## src/rtl/pipe_stage_skid.sv

```systemverilog
// pipe_stage_skid
// Pipeline stage register with valid/ready handshake, flush, bubble output
// and an optional two-entry skid buffer.
//
// Parameters:
//   DATA_W  payload width
//   SKID    1: two entries, registered up_ready_o; 0: one entry, combinational ready
//   BUBBLE  value driven on dn_data_o while dn_valid_o=0
//
// Ports:
//   clk, rst      clock, synchronous active-high reset
//   flush_i       squash held entries, discard same-cycle input
//   up_valid_i    producer has payload
//   up_data_i     producer payload
//   up_ready_o    stage can accept
//   dn_valid_o    stage holds a valid payload
//   dn_data_o     oldest held payload, or BUBBLE when empty
//   dn_ready_i    consumer accepts
//   occ_o         number of held entries (0..2)
module pipe_stage_skid #(
   parameter int unsigned          DATA_W = 32,
   parameter bit                   SKID   = 1'b1,
   parameter logic [DATA_W-1:0]    BUBBLE = '0
) (
   input  logic              clk,
   input  logic              rst,
   input  logic              flush_i,
   input  logic              up_valid_i,
   input  logic [DATA_W-1:0] up_data_i,
   output logic              up_ready_o,
   output logic              dn_valid_o,
   output logic [DATA_W-1:0] dn_data_o,
   input  logic              dn_ready_i,
   output logic [1:0]        occ_o
);

   typedef enum logic [1:0] {
      ST_EMPTY = 2'd0,
      ST_ONE   = 2'd1,
      ST_FULL  = 2'd2
   } state_e;

   state_e            state_q, state_d;
   logic [DATA_W-1:0] main_q, main_d;
   logic [DATA_W-1:0] skid_q, skid_d;
   logic              up_ready_q, up_ready_d;
   logic              up_xfer, dn_xfer;

   assign up_xfer = up_valid_i & up_ready_o;
   assign dn_xfer = dn_valid_o & dn_ready_i;

   always_comb begin
      state_d = state_q;
      main_d  = main_q;
      skid_d  = skid_q;
      unique case (state_q)
         ST_EMPTY: begin
            if (up_xfer) begin
               state_d = ST_ONE;
               main_d  = up_data_i;
            end
         end
         ST_ONE: begin
            if (up_xfer && dn_xfer) begin
               main_d = up_data_i;
            end else if (up_xfer) begin
               // Without a skid register ready implies dn_ready_i here,
               // so this branch is reachable only when SKID=1.
               if (SKID) begin
                  state_d = ST_FULL;
                  skid_d  = up_data_i;
               end else begin
                  main_d = up_data_i;
               end
            end else if (dn_xfer) begin
               state_d = ST_EMPTY;
            end
         end
         ST_FULL: begin
            if (dn_xfer) begin
               state_d = ST_ONE;
               main_d  = skid_q;
            end
         end
         default: state_d = ST_EMPTY;
      endcase
      if (flush_i) state_d = ST_EMPTY;
      up_ready_d = (state_d != ST_FULL);
   end

   always_ff @(posedge clk) begin
      if (rst) begin
         state_q    <= ST_EMPTY;
         up_ready_q <= 1'b1;
      end else begin
         state_q    <= state_d;
         up_ready_q <= up_ready_d;
      end
      // Data registers are never cleared; the output mux hides stale contents.
      main_q <= main_d;
      skid_q <= skid_d;
   end

   assign up_ready_o = SKID ? up_ready_q : ((state_q == ST_EMPTY) | dn_ready_i);
   assign dn_valid_o = (state_q != ST_EMPTY);
   assign dn_data_o  = dn_valid_o ? main_q : BUBBLE;
   assign occ_o      = state_q;

endmodule

```

## config.mk

```make
export PLATFORM = sky130hd
export DESIGN_NAME = pipe_stage_skid
export DESIGN_NICKNAME = d
export VERILOG_FILES = /design/src/rtl/pipe_stage_skid.sv
export SDC_FILE = /design/constraint.sdc
export NUM_CORES = 1
export LEC_CHECK = 0
export CAP_MARGIN = 40
export CORE_ASPECT_RATIO = 0.8
export CORE_MARGIN = 2
export CORE_UTILIZATION = 48
export DETAILED_ROUTE_END_ITERATION = 16
export GPL_TIMING_DRIVEN = 0
export PLACE_DENSITY = 0.81
export SYNTH_ARGS = -nofsm -noshare
export SYNTH_HDL_FRONTEND = slang
export SYNTH_SLANG_ARGS = --single-unit
```

## constraint.sdc

```tcl
create_clock -name clk -period 4.24 [get_ports clk]
set_input_delay 0.848 -clock clk [delete_from_list [all_inputs] [get_ports clk]]
set_output_delay 0.848 -clock clk [all_outputs]
set_load 0.005 [all_outputs]
```

gates.png
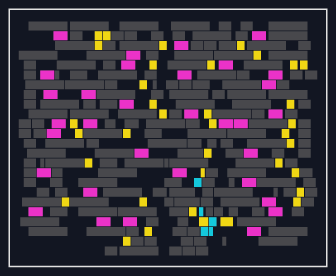
[magenta] mux cells | cells: 32 | where: spread over the die
[yellow] nor cells | cells: 36 | where: spread over the die
[cyan] nand cells | cells: 5 | where: south

ff_map.png
Other sequential cells in the stronger grey, the rest of the logic in the fainter grey.
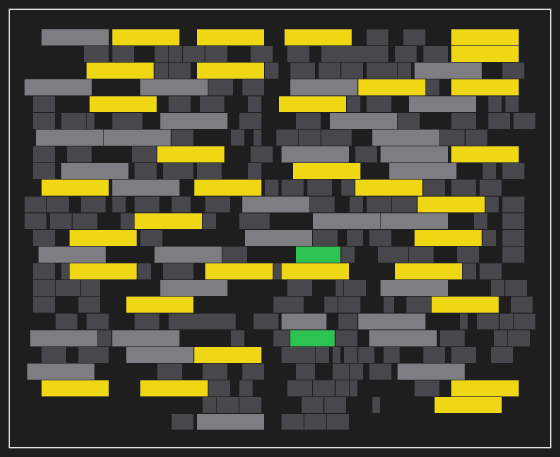
[yellow] main_q | flops: 32 | where: spread over the die
[green] occ_o | flops: 2
not coloured: 33

clock_wires.png
Scale bar: 20 µm.
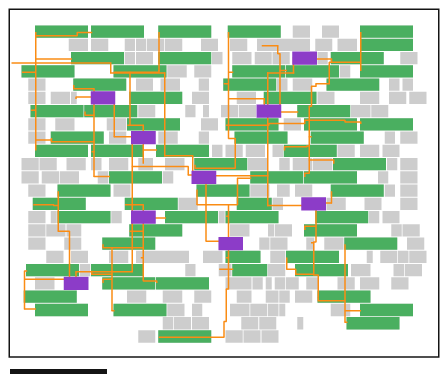
[purple] clock-net drivers | count: 9
[orange] clock wires | length: 757 µm
[green] flip-flops | count: 67
routed clock nets: 10

==> Slide: Implementation Results <==
Synthesis and Place & Route Summary

Run status
  • Result of the run: finished clean

Synthesis
  • Proportion of synthesized flip-flops having asynchronous set or reset: 0%
  • Area of the mapped netlist: 0.00270 mm²
  • Synthesized net count: 191
  • Synthesized-area fraction occupied by adder cells: 0%
  • Post-synth area from yosys stat: 0.00270 mm²
  • Xor and xnor fraction of the mapped netlist area: 0%
  • Dominant cell area share: 71.2%

Power and ir drop
  • Net switching share of the total power: 19.7%
  • Post-route total power: 1.44 mW
  • Logic pwr share: 8.0%

Finish
  • Number of multi-input logic gates: 78
  • Net total in the final layout: 278
  • Final cell utilization of the core: 69.5%
  • Comb/total area: 17.5%
  • Most frequent logic cell in the layout: sky130_fd_sc_hd__clkdlybuf4s50_1

Worst setup path
  • Crit end category: output pin
  • End of the critical path: dn_data_o[28]
  • Critical path buffers and inverters: 2
  • Slowest library cell on the worst path: sky130_fd_sc_hd__clkdlybuf4s50_1
  • Worst stage delay on the critical path: 0.47 ns

Routing
  • Routed metal-1 wire length: 2160 µm
  • Drt wl/cell: 16.1 µm

Placement
  • Quantity of I/O buffers inserted on ports: 72

Timing
  • Fin crit share: 71.7%
  • Worst hold-check slack: 0.547 ns

GRT
  • Largest net degree at the start of global routing: 20
Power is estimated from default activity; no workload was simulated.
